**config.mk**
```make
export PLATFORM = sky130hd
export DESIGN_NAME = pipe_ctrl
export DESIGN_NICKNAME = d
export VERILOG_FILES = /design/src/rtl/pipe_ctrl_pkg.sv /design/src/rtl/pipe_reg.sv /design/src/rtl/pipe_ctrl.sv
export SDC_FILE = /design/constraint.sdc
export NUM_CORES = 1
export LEC_CHECK = 0
export CORE_AREA = 5 5 284 286
export CTS_BUF_LIST = sky130_fd_sc_hd__clkbuf_8
export DETAILED_ROUTE_END_ITERATION = 12
export DIE_AREA = 0 0 289 291
export GPL_ROUTABILITY_DRIVEN = 0
export GPL_TIMING_DRIVEN = 0
export SLEW_MARGIN = 20
export SYNTH_ARGS = -nofsm -noshare
export SYNTH_HDL_FRONTEND = slang
export SYNTH_SLANG_ARGS = --single-unit
```
**constraint.sdc**
```tcl
create_clock -name clk_i -period 1.8 [get_ports clk_i]
set_input_delay 0.27 -clock clk_i [delete_from_list [all_inputs] [get_ports clk_i]]
set_output_delay 0.27 -clock clk_i [all_outputs]
set_load 0.01 [all_outputs]
```
**src/rtl/pipe_ctrl_pkg.sv**
```systemverilog
// Shared pipeline stage types, bubble constants and the default reset PC for pipe_ctrl.
// Bubbles are all-zero so that a cleared register is invalid, with ctrl off and rd=0.
package pipe_ctrl_pkg;

  localparam logic [31:0] DEFAULT_RESET_PC = 32'h0000_0000;

  typedef struct packed {
    logic reg_write;
    logic mem_read;
    logic mem_write;
    logic branch;
    logic jump;
  } ctrl_t;

  typedef struct packed {
    logic        valid;
    logic [31:0] pc;
    logic [31:0] instr;
  } IF_ID_t;

  typedef struct packed {
    logic        valid;
    ctrl_t       ctrl;
    logic [4:0]  rd;
    logic [31:0] pc;
    logic [31:0] rs1_val;
    logic [31:0] rs2_val;
    logic [31:0] imm;
  } ID_EX_t;

  typedef struct packed {
    logic        valid;
    ctrl_t       ctrl;
    logic [4:0]  rd;
    logic [31:0] alu_res;
    logic [31:0] store_data;
  } EX_MEM_t;

  typedef struct packed {
    logic        valid;
    logic        reg_write;
    logic [4:0]  rd;
    logic [31:0] wb_data;
  } MEM_WB_t;

  localparam IF_ID_t  IF_ID_BUBBLE  = '0;
  localparam ID_EX_t  ID_EX_BUBBLE  = '0;
  localparam EX_MEM_t EX_MEM_BUBBLE = '0;
  localparam MEM_WB_t MEM_WB_BUBBLE = '0;

endpackage

```
**src/rtl/pipe_reg.sv**
```systemverilog
// Generic pipeline register: reset/clear load the bubble value, hold keeps contents.
// Hold outranks clear; the caller folds flush-over-stall priority into hold_i/clear_i.
module pipe_reg #(
  parameter type T      = logic,
  parameter T    Bubble = T'('0)
) (
  input  logic clk_i,
  input  logic rst_i,
  input  logic hold_i,
  input  logic clear_i,
  input  T     d_i,
  output T     q_o
);

  T q_q, q_d;

  always_comb begin
    q_d = d_i;
    if (hold_i) begin
      q_d = q_q;
    end else if (clear_i) begin
      q_d = Bubble;
    end
  end

  always_ff @(posedge clk_i) begin
    if (rst_i) begin
      q_q <= Bubble;
    end else begin
      q_q <= q_d;
    end
  end

  assign q_o = q_q;

endmodule

```
**src/rtl/pipe_ctrl.sv**
```systemverilog
// Pipeline state owner: PC plus four stage registers, applying hazard stall/flush commands.
// Optional performance counters are built when PIPE_PERF_CNT_EN is defined.
module pipe_ctrl
  import pipe_ctrl_pkg::*;
#(
  parameter logic [31:0] RESET_PC = DEFAULT_RESET_PC
) (
  input  logic        clk_i,
  input  logic        rst_i,
  input  logic        stall_if_i,
  input  logic        stall_id_i,
  input  logic        stall_ex_i,
  input  logic        flush_if_i,
  input  logic        flush_id_i,
  input  logic        flush_ex_i,
  input  logic [31:0] redirect_pc_i,
  input  logic [31:0] pc_plus4_i,
  input  logic        mem_busy_i,
  input  IF_ID_t      if_id_d_i,
  input  ID_EX_t      id_ex_d_i,
  input  EX_MEM_t     ex_mem_d_i,
  input  MEM_WB_t     mem_wb_d_i,
  output logic [31:0] pc_o,
  output IF_ID_t      if_id_o,
  output ID_EX_t      id_ex_o,
  output EX_MEM_t     ex_mem_o,
  output MEM_WB_t     mem_wb_o
`ifdef PIPE_PERF_CNT_EN
  ,
  output logic [31:0] perf_cycles_o,
  output logic [31:0] perf_retired_o,
  output logic [31:0] perf_stalls_o,
  output logic [31:0] perf_flushes_o
`endif
);

  logic [31:0] pc_q, pc_d;

  always_comb begin
    pc_d = pc_plus4_i;
    if (mem_busy_i) begin
      pc_d = pc_q;
    end else if (flush_if_i) begin
      pc_d = redirect_pc_i;
    end else if (stall_if_i) begin
      pc_d = pc_q;
    end
  end

  always_ff @(posedge clk_i) begin
    if (rst_i) begin
      pc_q <= RESET_PC;
    end else begin
      pc_q <= pc_d;
    end
  end

  assign pc_o = pc_q;

  // A flush beats a stall on the same register, so stall only holds when not flushed.
  logic if_id_hold, if_id_clear;
  logic id_ex_hold, id_ex_clear;
  logic ex_mem_clear;

  always_comb begin
    if_id_hold   = mem_busy_i | (stall_id_i & ~flush_id_i);
    if_id_clear  = ~mem_busy_i & flush_id_i;
    id_ex_hold   = mem_busy_i | (stall_ex_i & ~flush_ex_i);
    id_ex_clear  = ~mem_busy_i & (flush_ex_i | (stall_id_i & ~stall_ex_i));
    ex_mem_clear = ~mem_busy_i & stall_ex_i;
  end

  pipe_reg #(.T(IF_ID_t), .Bubble(IF_ID_BUBBLE)) u_if_id (
    .clk_i   (clk_i),
    .rst_i   (rst_i),
    .hold_i  (if_id_hold),
    .clear_i (if_id_clear),
    .d_i     (if_id_d_i),
    .q_o     (if_id_o)
  );

  pipe_reg #(.T(ID_EX_t), .Bubble(ID_EX_BUBBLE)) u_id_ex (
    .clk_i   (clk_i),
    .rst_i   (rst_i),
    .hold_i  (id_ex_hold),
    .clear_i (id_ex_clear),
    .d_i     (id_ex_d_i),
    .q_o     (id_ex_o)
  );

  // Never flushed: the control transfer resolving in EX must still reach writeback.
  pipe_reg #(.T(EX_MEM_t), .Bubble(EX_MEM_BUBBLE)) u_ex_mem (
    .clk_i   (clk_i),
    .rst_i   (rst_i),
    .hold_i  (mem_busy_i),
    .clear_i (ex_mem_clear),
    .d_i     (ex_mem_d_i),
    .q_o     (ex_mem_o)
  );

  pipe_reg #(.T(MEM_WB_t), .Bubble(MEM_WB_BUBBLE)) u_mem_wb (
    .clk_i   (clk_i),
    .rst_i   (rst_i),
    .hold_i  (mem_busy_i),
    .clear_i (1'b0),
    .d_i     (mem_wb_d_i),
    .q_o     (mem_wb_o)
  );

`ifdef PIPE_PERF_CNT_EN
  logic [31:0] cycles_q, retired_q, stalls_q, flushes_q;

  always_ff @(posedge clk_i) begin
    if (rst_i) begin
      cycles_q  <= '0;
      retired_q <= '0;
      stalls_q  <= '0;
      flushes_q <= '0;
    end else begin
      cycles_q <= cycles_q + 32'd1;
      if (mem_wb_o.valid && !mem_busy_i) retired_q <= retired_q + 32'd1;
      if (stall_if_i || mem_busy_i)      stalls_q  <= stalls_q + 32'd1;
      if (flush_if_i && !mem_busy_i)     flushes_q <= flushes_q + 32'd1;
    end
  end

  assign perf_cycles_o  = cycles_q;
  assign perf_retired_o = retired_q;
  assign perf_stalls_o  = stalls_q;
  assign perf_flushes_o = flushes_q;
`endif

endmodule

```
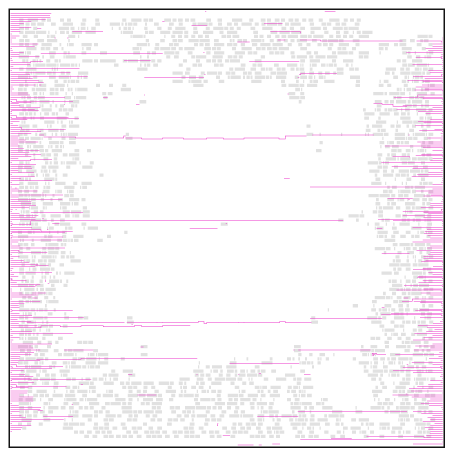
Run 1: the metal 3 layer
Scale: 1.5 px per um.
longest straight run: 208 um
wire length on this layer: 6,970 um
met3 GRT Util: 6.59%
detailed-route wire length: 62,600 um
routed vias: 12.5k

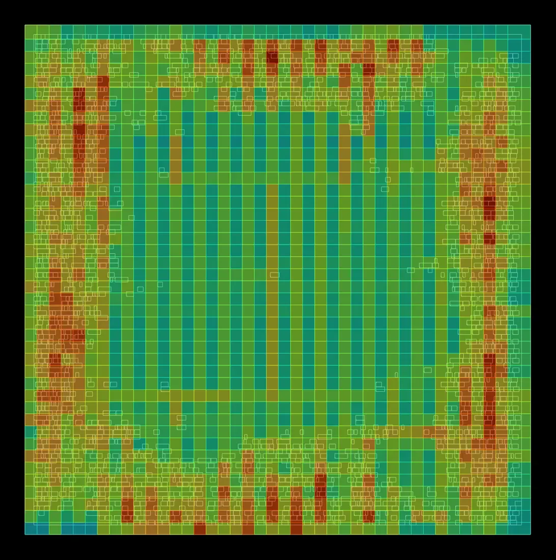
Run 1: routing congestion
busiest grt layer: met2
average wire per standard cell: 19.4 um

==> changes_impl.md, run 1 <==
### Metrics

* AND-OR/OR-AND Cells, Area Fraction at 9.39%
* Post-synth top cells: dfxtp_1 (350), mux2i_1 (210), nand2b_1 (141), nand2_1 (140), nor2_1 (116)
* Simple share at 17.8%
* Final Power at 18,800 uW
* Status: finished clean
* Top power group: registers
* Worst path slowest cell: clkdlybuf4s50_1
* RSZ-0062 raised after global routing: no
* Total CTS buffers at 67
* Ys Warns at 0
* Clock network area share at 5.77%
* Postcts setup bufs at 0
* Layout Cells excl Fill at 3,223
* Max FFs per register at 139
* Buffers excl. clock at 849
* WP data arrival at 2200 ps
* HP Start: id_ex_d_i[63]
* Crit Path Category: input port to flip-flop
* Worst skew pair latency at 580 ps
* CTS tree: done
* Most frequent cells in the layout: clkdlybuf4s50_1 (387), dlygate4sd2_1 (348), dfxtp_1 (348)
* DR WL met3 at 6970 um
* Fmax at 581 MHz
* Switching part of the total at 26.2%
* Logic area at 5760 um2
* FP Util at 17.2%
* Area leader share at 52.1%
* Post-synthesis sequential area ratio at 52.1%
* Router iterations before antenna repair at 5
* Grt total ovfl at 0
* Core ar. at 78,100 um2
* Post-route DRC at 0
* WP depth at 5
* Vias in the first global route at 13.3k
* Routed wl met2 at 31,200 um
* Stage-log warning count at 26
* Clock buffer count at 84
* Metal-1 WL at 23,000 um
* Crit-path max cell delay at 660 ps
* Setup slack at placement at -717 ps
* Cell count after synthesis at 1,316
* Synth mux share at 15.6%
* Clock skew at 0 ps
* FF+latch area at 7010 um2
* Hold Crit Class: input port to flip-flop
* Flops at 350
* Die area at 84,100 um2
* Final period util at 95.6%
* First-pass GRT wire length at 88,800 um
* Hold Path Depth at 3
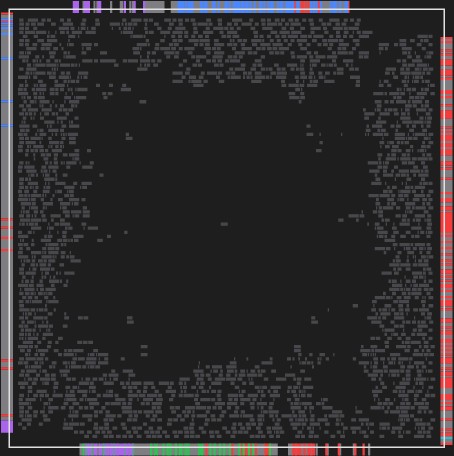
Run 1: pin placement
Scale: 1.5 px per um. Pins as bars across the die edge, other pins in grey.
| colour | port | pins | direction | edge |
|---|---|---|---|---|
| red | id_ex_d_i | 139 | input | 98 right, 24 bottom, 9 left, 8 top |
| cyan | flush_ex_i | 1 | input | right |
| purple | mem_wb_o | 39 | output | 20 bottom, 13 top, 6 left |
| blue | if_id_o | 65 | output | 58 top, 7 left |
| green | redirect_pc_i | 32 | input | bottom |
buffers added on ports: 737
Die W: 289 um
die height: 291 um

Run 1, metal 2:
Scale: 1.5 px per um.
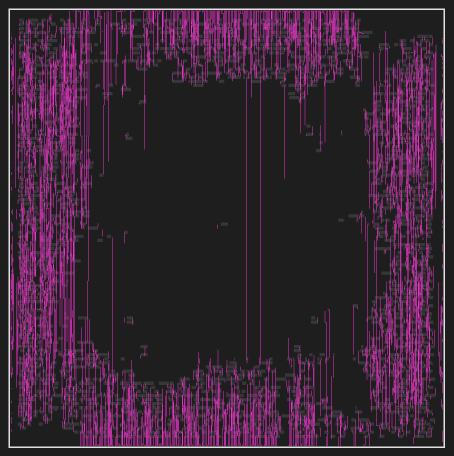

==> run 2, diff against run 1 <==
CTS_CLUSTER_DIAMETER = 60   (was default)
DONT_BUFFER_PORTS = 1   (was default)
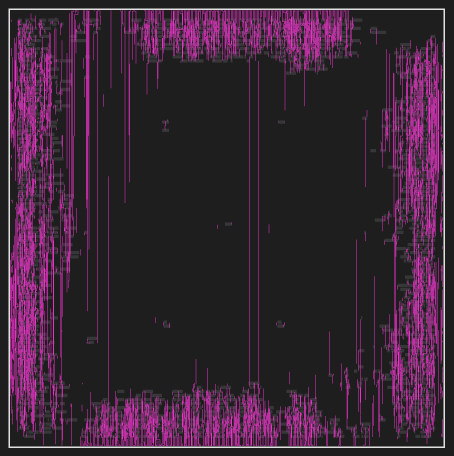
Run 2: metal 2
Scale: 1.5 px per um.
share of all routed wire: 50%
nets with wire on the layer: 1,891
routed vias: 12.0k
detailed-route wire length: 61,700 um
met2 GRT Util: 24.5%

==> changes_impl.md, run 2 <==
### Metrics

* Crit-path max cell delay at 580 ps
* HP Start: rst_i
* Clock skew at 0 ps
* Hold Crit Class: input port to flip-flop
* Die W at 289 um
* Final period util at 92.0%
* Average wire per standard cell at 21.4 um
* Die area at 84,100 um2
* Worst skew pair latency at 630 ps
* Die height at 291 um
* Setup slack at placement at -334 ps
* Synth mux share at 15.6%
* Max FFs per register at 139
* Most frequent cells in the layout: dlygate4sd3_1 (396), dfxtp_1 (350), mux2i_1 (210)
* Area leader share at 52.1%
* Final Power at 18,100 uW
* Post-synth top cells: dfxtp_1 (350), mux2i_1 (210), nand2b_1 (141), nand2_1 (140), nor2_1 (116)
* Status: finished clean
* Layout Cells excl Fill at 2,877
* Cell count after synthesis at 1,316
* Ys Warns at 0
* WP data arrival at 2180 ps
* Clock network area share at 6.31%
* WP depth at 5
* Buffers excl. clock at 507
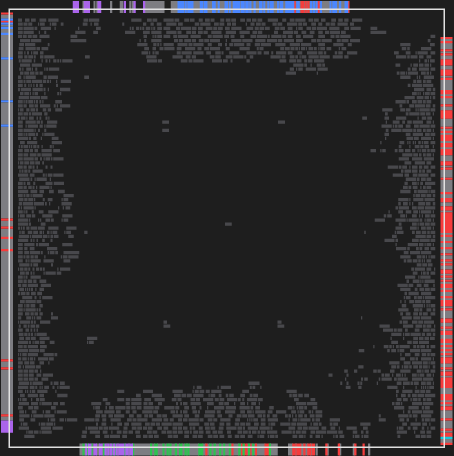
Run 2: pin placement
Scale: 1.5 px per um. Pins as bars across the die edge, other pins in grey.
| colour | port | pins | direction | edge |
|---|---|---|---|---|
| purple | mem_wb_o | 39 | output | 20 bottom, 13 top, 6 left |
| green | redirect_pc_i | 32 | input | bottom |
| red | id_ex_d_i | 139 | input | 98 right, 24 bottom, 9 left, 8 top |
| blue | if_id_o | 65 | output | 58 top, 7 left |
| cyan | flush_ex_i | 1 | input | right |
buffers added on ports: 0

Run 2, the metal 3 layer:
Scale: 1.5 px per um.
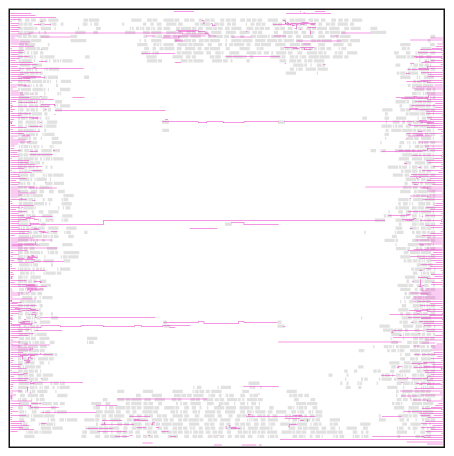

==> run 3, diff against run 2 <==
HOLD_SLACK_MARGIN = 0.15   (was default)
PLACE_DENSITY_LB_ADDON = 0.25   (was default)
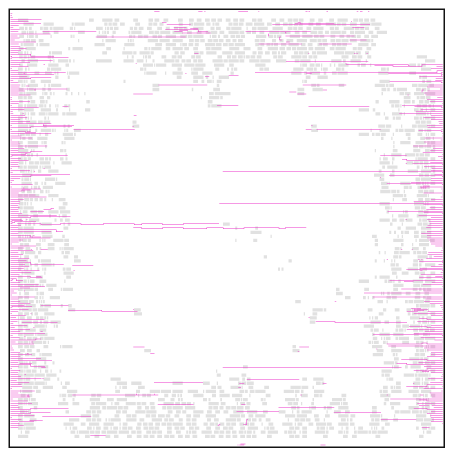
Run 3: the metal 3 layer
Scale: 1.5 px per um.
main direction: horizontal
wire length on this layer: 6,600 um
share of all routed wire: 11%
longest straight run: 149 um
detailed-route wire length: 58,700 um
met3 GRT Util: 5.83%

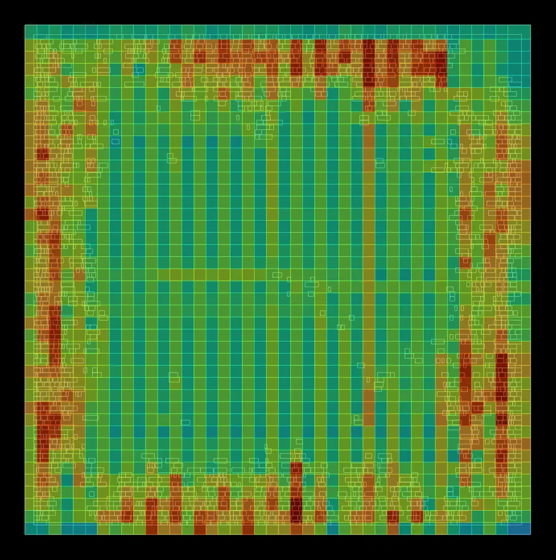
Run 3: routing congestion
gr usage total: 13.1%
GR Util met1: 12.4%

==> changes_impl.md, run 3 <==
### Metrics

* Router iterations before antenna repair at 4
* Die area at 84,100 um2
* Clock skew at 0 ps
* Most frequent cells in the layout: dlygate4sd3_1 (467), dfxtp_1 (350), mux2i_1 (210)
* FF+latch area at 7010 um2
* Worst path slowest cell: dlygate4sd3_1
* Average wire per standard cell at 19.9 um
* Area leader share at 52.1%
* Grt total ovfl at 0
* Metal-1 WL at 19,900 um
* Busiest grt layer: met2
* Buffers added on ports at 0
* WP data arrival at 2180 ps
* AND-OR/OR-AND Cells, Area Fraction at 9.39%
* Simple share at 17.8%
* Status: finished clean
* Core ar. at 78,100 um2
* Switching part of the total at 26.3%
* Final Power at 18,600 uW
* First-pass GRT wire length at 84,000 um
* CTS tree: done
* Buffers excl. clock at 578
* Clock network area share at 6.58%
* Fmax at 597 MHz

==> layout pictures side by side <==
Wiring heat map.
Scale: 1 px per um. The die is cut into 29 by 29 equal tiles; dark blue is low, red is high, scaled to the fullest tile. Values are wire area over tile area, all layers added.
shot_01.png
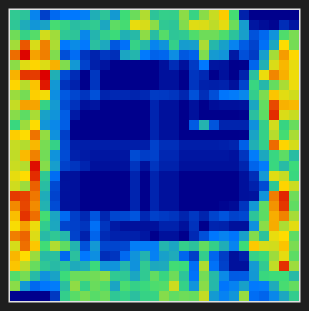
shot_02.png
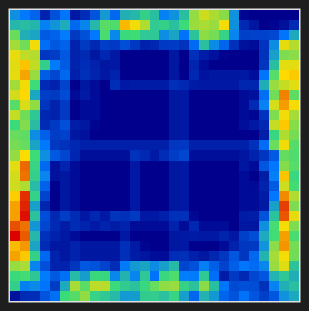
shot_03.png
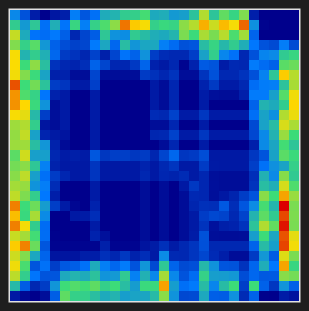
shot_01.png is run 1.
shot_02.png is run 2.
shot_03.png is run 3.

Key to shot_03.png:
nearly empty tiles: 18%
mean over tiles: 0.12
fullest tile: 0.53
emptiest ninth of the die: middle
tiles over half the peak: 14%

Power and IR drop assume default switching activity.
